### src/rtl/fp_div_unit.sv
// Multi-cycle IEEE-754 single-precision divider: radix-2 restoring mantissa
// division followed by normalization and round-to-nearest-even.
package fp_div_pkg;
    typedef enum logic {FREE = 1'b0, BUSY = 1'b1} fu_state_e;
endpackage

module fp_div_unit
    import fp_div_pkg::*;
#(
    parameter int MANT_W = 24,
    parameter int Q_W    = 26,
    parameter int BIAS   = 127
) (
    input  logic        clk_i,
    input  logic        rst_i,
    input  logic        clk_en_i,
    input  logic        valid_i,
    input  logic [31:0] dividend_i,
    input  logic [31:0] divisor_i,
    output logic [31:0] to_round_unit_o,
    output logic        valid_o,
    output fu_state_e   fu_state_o,
    output logic        overflow_o,
    output logic        underflow_o,
    output logic        div_by_zero_o,
    output logic        invalid_op_o
);
    localparam int          CNT_W    = $clog2(Q_W);
    localparam logic [31:0] CANO_NAN = 32'h7FC0_0000;

    typedef enum logic [2:0] {
        S_IDLE, S_PREPARE, S_DIVIDE, S_NORMALIZE, S_VALID
    } state_e;

    state_e                  state_q, state_d;
    logic [CNT_W-1:0]        cnt_q, cnt_d;
    logic [31:0]             a_q, a_d, b_q, b_d;
    logic                    sign_q, sign_d;
    logic signed [9:0]       exp_q, exp_d;
    logic [MANT_W:0]         rem_q, rem_d;
    logic [MANT_W-1:0]       dvsr_q, dvsr_d;
    logic [Q_W-1:0]          quo_q, quo_d;
    logic [31:0]             res_q, res_d;
    logic                    ovf_q, ovf_d, unf_q, unf_d;
    logic                    dbz_q, dbz_d, inv_q, inv_d;
    logic                    valid_q, valid_d;

    // operand classification (subnormals are treated as zero)
    logic [7:0]        ea, eb;
    logic [22:0]       ma, mb;
    logic              a_zero, b_zero, a_inf, b_inf, a_nan, b_nan;
    logic signed [9:0] ea_s, eb_s;

    always_comb begin
        ea     = a_q[30:23];
        eb     = b_q[30:23];
        ma     = a_q[22:0];
        mb     = b_q[22:0];
        ea_s   = {2'b00, ea};
        eb_s   = {2'b00, eb};
        a_zero = (ea == 8'h00);
        b_zero = (eb == 8'h00);
        a_inf  = (ea == 8'hFF) && (ma == '0);
        b_inf  = (eb == 8'hFF) && (mb == '0);
        a_nan  = (ea == 8'hFF) && (ma != '0);
        b_nan  = (eb == 8'hFF) && (mb != '0);
    end

    // one restoring-division step
    logic            rem_ge;
    logic [MANT_W:0] rem_sub;

    always_comb begin
        rem_ge  = (rem_q >= {1'b0, dvsr_q});
        rem_sub = rem_ge ? (rem_q - {1'b0, dvsr_q}) : rem_q;
    end

    // normalize + round; Q[Q_W-1] carries weight 2^0
    logic [MANT_W-2:0] mant_pre, mant_fin;
    logic [MANT_W-1:0] mant_inc;
    logic              rnd, sticky;
    logic signed [9:0] exp_n, exp_r;

    always_comb begin
        if (quo_q[Q_W-1]) begin
            mant_pre = quo_q[Q_W-2 -: MANT_W-1];
            rnd      = quo_q[Q_W-MANT_W-1];
            sticky   = quo_q[0] | (|rem_q);
            exp_n    = exp_q;
        end else begin
            mant_pre = quo_q[Q_W-3 -: MANT_W-1];
            rnd      = quo_q[0];
            sticky   = |rem_q;
            exp_n    = exp_q - 10'sd1;
        end
        mant_inc = {1'b0, mant_pre} + {{(MANT_W-1){1'b0}}, 1'b1};
        mant_fin = mant_pre;
        exp_r    = exp_n;
        if (rnd & (sticky | mant_pre[0])) begin
            if (mant_inc[MANT_W-1]) begin
                mant_fin = '0;
                exp_r    = exp_n + 10'sd1;
            end else begin
                mant_fin = mant_inc[MANT_W-2:0];
            end
        end
    end

    always_comb begin
        state_d = state_q;
        cnt_d   = cnt_q;
        a_d     = a_q;
        b_d     = b_q;
        sign_d  = sign_q;
        exp_d   = exp_q;
        rem_d   = rem_q;
        dvsr_d  = dvsr_q;
        quo_d   = quo_q;
        res_d   = res_q;
        ovf_d   = ovf_q;
        unf_d   = unf_q;
        dbz_d   = dbz_q;
        inv_d   = inv_q;

        case (state_q)
            S_IDLE: begin
                if (valid_i) begin
                    a_d     = dividend_i;
                    b_d     = divisor_i;
                    state_d = S_PREPARE;
                end
            end
            S_PREPARE: begin
                sign_d  = a_q[31] ^ b_q[31];
                ovf_d   = 1'b0;
                unf_d   = 1'b0;
                dbz_d   = 1'b0;
                inv_d   = 1'b0;
                state_d = S_VALID;
                if (a_nan || b_nan) begin
                    res_d = CANO_NAN;
                    inv_d = (a_nan && !ma[22]) || (b_nan && !mb[22]);
                end else if ((a_zero && b_zero) || (a_inf && b_inf)) begin
                    res_d = CANO_NAN;
                    inv_d = 1'b1;
                end else if (a_inf) begin
                    res_d = {sign_d, 8'hFF, 23'd0};
                end else if (b_zero) begin
                    res_d = {sign_d, 8'hFF, 23'd0};
                    dbz_d = 1'b1;
                end else if (a_zero || b_inf) begin
                    res_d = {sign_d, 31'd0};
                end else begin
                    exp_d   = ea_s - eb_s + 10'(BIAS);
                    rem_d   = {2'b01, ma};
                    dvsr_d  = {1'b1, mb};
                    quo_d   = '0;
                    cnt_d   = '0;
                    state_d = S_DIVIDE;
                end
            end
            S_DIVIDE: begin
                rem_d = {rem_sub[MANT_W-1:0], 1'b0};
                quo_d = {quo_q[Q_W-2:0], rem_ge};
                cnt_d = cnt_q + 1'b1;
                if (cnt_q == CNT_W'(Q_W-1))
                    state_d = S_NORMALIZE;
            end
            S_NORMALIZE: begin
                if (exp_r >= 10'sd255) begin
                    res_d = {sign_q, 8'hFF, 23'd0};
                    ovf_d = 1'b1;
                end else if (exp_r <= 10'sd0) begin
                    res_d = {sign_q, 31'd0};
                    unf_d = 1'b1;
                end else begin
                    res_d = {sign_q, exp_r[7:0], mant_fin};
                end
                state_d = S_VALID;
            end
            S_VALID: state_d = S_IDLE;
            default: state_d = S_IDLE;
        endcase

        valid_d = (state_d == S_VALID);
    end

    always_ff @(posedge clk_i) begin
        if (rst_i) begin
            state_q <= S_IDLE;
            cnt_q   <= '0;
            a_q     <= '0;
            b_q     <= '0;
            sign_q  <= 1'b0;
            exp_q   <= '0;
            rem_q   <= '0;
            dvsr_q  <= '0;
            quo_q   <= '0;
            res_q   <= '0;
            ovf_q   <= 1'b0;
            unf_q   <= 1'b0;
            dbz_q   <= 1'b0;
            inv_q   <= 1'b0;
            valid_q <= 1'b0;
        end else if (clk_en_i) begin
            state_q <= state_d;
            cnt_q   <= cnt_d;
            a_q     <= a_d;
            b_q     <= b_d;
            sign_q  <= sign_d;
            exp_q   <= exp_d;
            rem_q   <= rem_d;
            dvsr_q  <= dvsr_d;
            quo_q   <= quo_d;
            res_q   <= res_d;
            ovf_q   <= ovf_d;
            unf_q   <= unf_d;
            dbz_q   <= dbz_d;
            inv_q   <= inv_d;
            valid_q <= valid_d;
        end
    end

    assign to_round_unit_o = res_q;
    assign valid_o         = valid_q;
    assign fu_state_o      = (state_q == S_IDLE) ? FREE : BUSY;
    assign overflow_o      = ovf_q;
    assign underflow_o     = unf_q;
    assign div_by_zero_o   = dbz_q;
    assign invalid_op_o    = inv_q;
endmodule

### config.mk
export PLATFORM = sky130hd
export DESIGN_NAME = fp_div_unit
export DESIGN_NICKNAME = d
export VERILOG_FILES = /design/src/rtl/fp_div_unit.sv
export SDC_FILE = /design/constraint.sdc
export NUM_CORES = 1
export LEC_CHECK = 0
export ABC_AREA = 1
export ABC_CLOCK_PERIOD_IN_PS = 8400
export CAP_MARGIN = 20
export CORE_MARGIN = 1.5
export CORE_UTILIZATION = 60
export DETAILED_ROUTE_END_ITERATION = 10
export PLACE_DENSITY = 0.86
export SKIP_LAST_GASP = 1
export SYNTH_ARGS = -nofsm -noshare
export SYNTH_HDL_FRONTEND = slang
export SYNTH_SLANG_ARGS = --single-unit
### constraint.sdc
create_clock -name clk_i -period 8.4 [get_ports clk_i]
set_clock_uncertainty 0.05 [all_clocks]
set_input_delay 2.1 -clock clk_i [delete_from_list [all_inputs] [get_ports clk_i]]
set_output_delay 2.1 -clock clk_i [all_outputs]
set_load 0.05 [all_outputs]
Fig. 1: run 1, metal 4
Scale bar: 50 um.
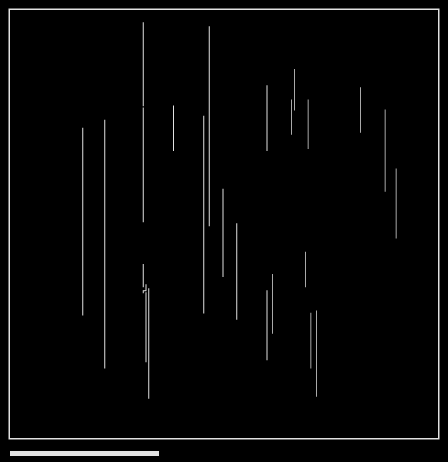
longest straight run: 83.0 um
main direction: vertical
wire length on this layer: 721 um
share of all routed wire: 2.4%
via count: 11800
Total Routed Length: 29900 um

Fig. 2: run 1, the metal 3 layer
Scale bar: 50 um.
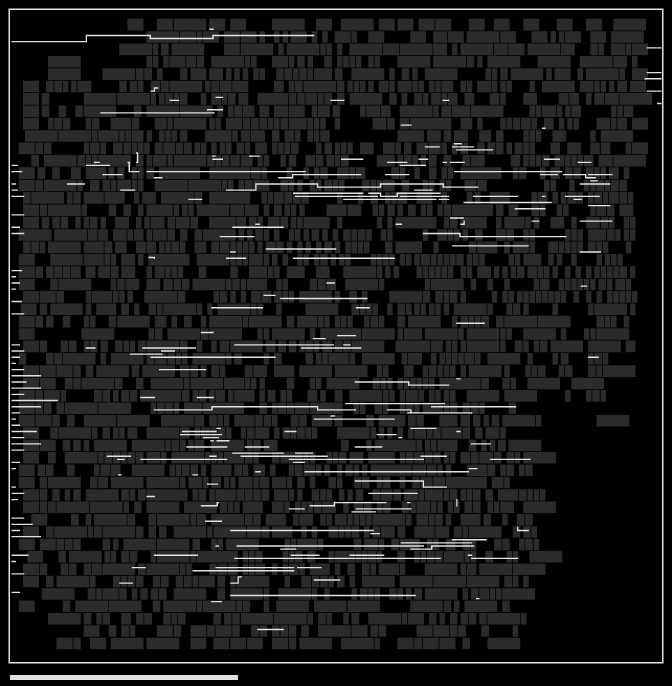
nets with wire on the layer: 170
wire length on this layer: 1640 um
grt met3 use: 3.93%

==> impl_metrics.csv, run 1 <==
group,metric,value,unit
cts,clk_path_buf_depth,2,
layout,inv_count,235,
layout,logic_gates,1291,
timing,hold_viol_final,0,
layout,sh_seq_area,28.9,%
timing,fmax,0.174,GHz
cts,cts_sinks,195,
yosys,synth_area,11800,um^2
drt,dr.pass1.iters,6,
worst_setup_path,worst-endpoint-arrival,5.97,ns
floorplanning,io_pins,106,
global_route,grtUsageTotal,29.3,%
pwr,p_seq_share,38.1,%
timing,worstMarginPinSlew,1.05,ns
timing,fin_crit,5.73,ns
placement,place_ws,2.28,ns
outcome,status,"complete, no violations",
yosys,ys.flop_type,"dfxtp_1",
global_route,gr-total-overflow,0,
layout,final_nets,1962,
yosys,synth_stat.cells,1799,
Fig. 3: run 1, metal 1
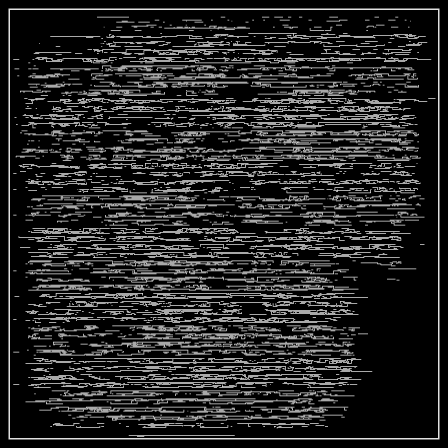
wire length on this layer: 13500 um
share of all routed wire: 45%
nets with wire on the layer: 1836
met1 usage: 38.5%

-- run 1: power groups by stage --
stage,clock network [mW],logic (mW),registers (mW)
floorplan,0,0.559,1.03
global placement,0,0.725,1.02
detailed placement,0,0.737,1.02
CTS,0.861,0.752,0.996
global route,0.896,0.848,1.00
finish,0.858,0.764,0.997
-- run 1: cells in the final DEF, fill, tap and decap left out, types with 15 or more instances in the layout --
| cell type | count |
|---|---|
| dfxtp_1 | 194 |
| a21oi_1 | 202 |
| a21oi_2 | 17 |
| xor2_1 | 33 |
| ha_1 | 38 |
| o22ai_1 | 16 |
| nor2_2 | 33 |
| nand3_1 | 86 |
| nor3_1 | 15 |
| clkbuf_16 | 17 |
| inv_1 | 224 |
| o21ai_0 | 164 |
| clkdlybuf4s50_1 | 104 |
| nor2_1 | 159 |
| nand4_1 | 32 |
| nand2_1 | 403 |
-- run 1: cells in the mapped netlist (5+ instances only) --
library cell / count / share of area (%)
xnor2_1: 11 / 0.82
dfxtp_1: 195 / 33
nor2_1: 160 / 5.1
o21bai_1: 5 / 0.32
xor2_1: 33 / 2.4
inv_1: 225 / 7.2
nor3_1: 15 / 0.64
o21ai_0: 164 / 6.9
nand2_2: 10 / 0.53
clkbuf_1: 59 / 1.9
nand3b_1: 8 / 0.51
nor2_2: 32 / 1.7
buf_6: 7 / 0.67
a21oi_2: 17 / 1.3
nor4_1: 10 / 0.53
nand3_1: 86 / 3.6
nand4_1: 32 / 1.7
inv_2: 5 / 0.16
ha_1: 38 / 4.0
o22ai_1: 16 / 0.85
o211ai_1: 6 / 0.38
nand2_1: 404 / 13
a21oi_1: 202 / 8.6
-- run 1: routing by layer --
layer | GRT usage [%] | vias up | wire, um
met5 | 0 | - | 0
met4 | 9.88 | 0 | 721
met3 | 3.93 | 63 | 1640
met2 | 49.7 | 362 | 14100
met1 | 38.5 | 5415 | 13500
li1 | - | 5957 | -
-- run 1: worst max-delay path, cell delays in order --
cell and delay, ns:
clkdlybuf4s50_1 0.55, inv_1 0.16, nor2_2 0.12, buf_4 0.39, inv_1 0.33, nand2_1 0.70, clkinv_1 1.06, nand2_1 0.23
o21ai_0 0.10, a21oi_1 0.14, nor2_1 0.05
-- run 1: cells by family after synthesis --
logic type                 after synthesis  synth area share [%]
AOI/OAI and AO/OA                      430                  19.6
and+or+nand+nor                        776                  28.8
adders and majority gates               40                  4.36
xor gates and xnor gates                45                  3.40
buffers and inverters                  313                  10.8
DFF                                    195                  33.1
-- run 1: worst paths after layout --
kind,from,end,slack (ns),cells past startpoint
worst max-delay path,clk_en_i,rem_q[11]$_SDFFE_PP0P_,2.67,11
worst min-delay path,overflow_o$_SDFFE_PP0P_,overflow_o$_SDFFE_PP0P_,0.41,2
worst max register to register,b_q[20]$_SDFFE_PP0P_,rem_q[11]$_SDFFE_PP0P_,4.22,14
worst min register to register,overflow_o$_SDFFE_PP0P_,overflow_o$_SDFFE_PP0P_,0.41,2
-- run 1: state kept, by name, summed over array words and instances (netlist names), 3 cells and up --
register / flops
a_q: 32
b_q: 32
cnt_q: 5
dvsr_q: 24
exp_q: 10
quo_q: 26
rem_q: 25
state_q: 3
to_round_unit_o: 32
==> run 2: changes to the inputs <==
- ABC_CLOCK_PERIOD_IN_PS: 8400 -> 5250
- CORE_UTILIZATION: 60 -> 53
- PLACE_DENSITY: 0.86 -> 0.8
- clock period: 8.4 -> 5.25 ns (I/O delays scaled with it)
==> impl_metrics.csv, run 2 <==
group,metric,value,unit
yosys,synthTopCellsByArea,"dfxtp_1, nand2_1, a21oi_1",
worst_setup_path,worst-endpoint-arrival,4.10,ns
worst_setup_path,rr_worst_depth,18,
yosys,ys.flop_type,"dfxtp_1",
worst_setup_path,worstSetupPathDepth,12,
placement,dpl.cell_count,2124,
layout,area_delta_synth_final,15.3,%
placement,place_ws,1.08,ns
layout,final_util,62.4,%
cts,clk_path_buf_depth,2,
worst_setup_path,cp_top_family,"buffers and inverters",
yosys,ys_warn_count,0,
worst_setup_path,crit_slowest_cell,"clkdlybuf4s50_1",
layout,lay_top_cells,"nand2_1, inv_1, a21oi_1",
pwr,leakage,5.58,nW
floorplanning,io_pins,106,
yosys,top_area_cell,"dfxtp_1",
layout,antenna_cells,0,
worst_setup_path,rrSetupSlack,1.63,ns
worst_setup_path,worstSetupEndpoint,"to_round_unit_o[23]$_SDFFE_PP0P_",
yosys,synth_stat.cells,1799,
pwr,p_seq_share,37.8,%
cts,cts_sinks,195,
layout,layout.cells.most_common,"nand2_1",
timing,worstMarginPinSlew,1.04,ns
yosys,synth_area,11800,um^2
global_route,grt_pass1_wl,50200,um
outcome,status,"complete, no violations",
layout,final_nets,1971,
yosys,most_common_cell,"nand2_1",
worst_setup_path,crit_start,"clk_en_i",
worst_setup_path,slowest_delay,0.55,ns
cts,cts_tree,"done",
timing,fin_crit,3.79,ns
global_route,gr-total-overflow,0,
worst_setup_path,crit_top_cell,"inv_1",
worst_setup_path,reg2reg_to,"to_round_unit_o[3]$_SDFFE_PP0P_",
yosys,yosys-top-cells-count,"nand2_1, inv_1, a21oi_1",
drt,wl,29800,um
drt,dr.pass1.iters,6,
yosys,synth_top_area_share,33.1,%
run 2: power by group through the flow:
stage               Combinational (mW)  Sequential [mW]  Clock [mW]
finish                            1.22             1.60        1.40
global route                      1.37             1.61        1.47
CTS                               1.21             1.60        1.42
detailed placement                1.19             1.63           0
global placement                  1.17             1.63           0
floorplan                        0.894             1.64           0
run 2: metal layers:
layer  global-route usage (%)  vias up  share of wire (%)
li1                         -     5982                  -
met5                        0        -                  0
met1                     34.8     5299                 45
met2                     43.3      352                 47
met4                     6.47        0                1.4
met3                     3.24       38                5.9
run 2: area by class of cell:
| class | count | area (um^2) | area share, % |
|---|---|---|---|
| clock buffer | 17 | 425 | 3.12 |
| clock inverter | 15 | 226 | 1.66 |
| inverter | 235 | 890 | 6.53 |
| multi-input combinational | 1291 | 6640 | 48.8 |
| sequential | 195 | 3910 | 28.7 |
| tap | 280 | 350 | 2.57 |
| timing repair buffer | 123 | 1180 | 8.67 |
run 2: metrics by stage:
step	hold WS [ns]	total power [mW]	instance area, um^2
2_1_floorplan	0.380	2.54	11800
3_3_place_gp	0.393	2.80	13000
3_5_place_dp	0.395	2.82	13000
4_1_cts	0.407	4.22	13600
5_1_grt	0.437	4.45	13600
6_report	0.405	4.22	13600
run 2: how the worst min path moves through the flow:
| stage | start | end | slack [ns] |
|---|---|---|---|
| 2_1_floorplan | sign_q$_SDFFE_PP0P_ | sign_q$_SDFFE_PP0P_ | 0.38 |
| 3_3_place_gp | sign_q$_SDFFE_PP0P_ | sign_q$_SDFFE_PP0P_ | 0.39 |
| 3_5_place_dp | overflow_o$_SDFFE_PP0P_ | overflow_o$_SDFFE_PP0P_ | 0.39 |
| 4_1_cts | overflow_o$_SDFFE_PP0P_ | overflow_o$_SDFFE_PP0P_ | 0.41 |
| 5_1_grt | dvsr_q[18]$_SDFFE_PP0P_ | dvsr_q[18]$_SDFFE_PP0P_ | 0.44 |
| 6_report | overflow_o$_SDFFE_PP0P_ | overflow_o$_SDFFE_PP0P_ | 0.40 |
run 2: logic make-up (layout without fill, tap and decap cells):
family,after synthesis,in the layout,synth area share [%]
AND/OR/NAND/NOR,776,776,28.8
XOR/XNOR,45,45,3.40
AND-OR/OR-AND,430,430,19.6
adder cells (fa/ha/maj),40,40,4.36
buffers and inverters,313,390,10.8
flip-flops,195,195,33.1
run 2: worst register-to-register path: cells and delay by family (launching register included):
kind,cells,cell delay (ns)
and+or+nand+nor,12,1.62
DFF,1,0.72
buffers and inverters,3,0.62
AOI/OAI and AO/OA,3,0.48
Fig. 4: run 2, congestion heat map
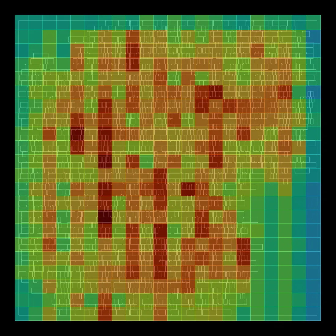
grt met3 use: 3.24%
GRT busiest layer: met2
average wire per standard cell: 13.8 um
GRT met2 Usage: 43.3%

Power and IR drop assume default switching activity.
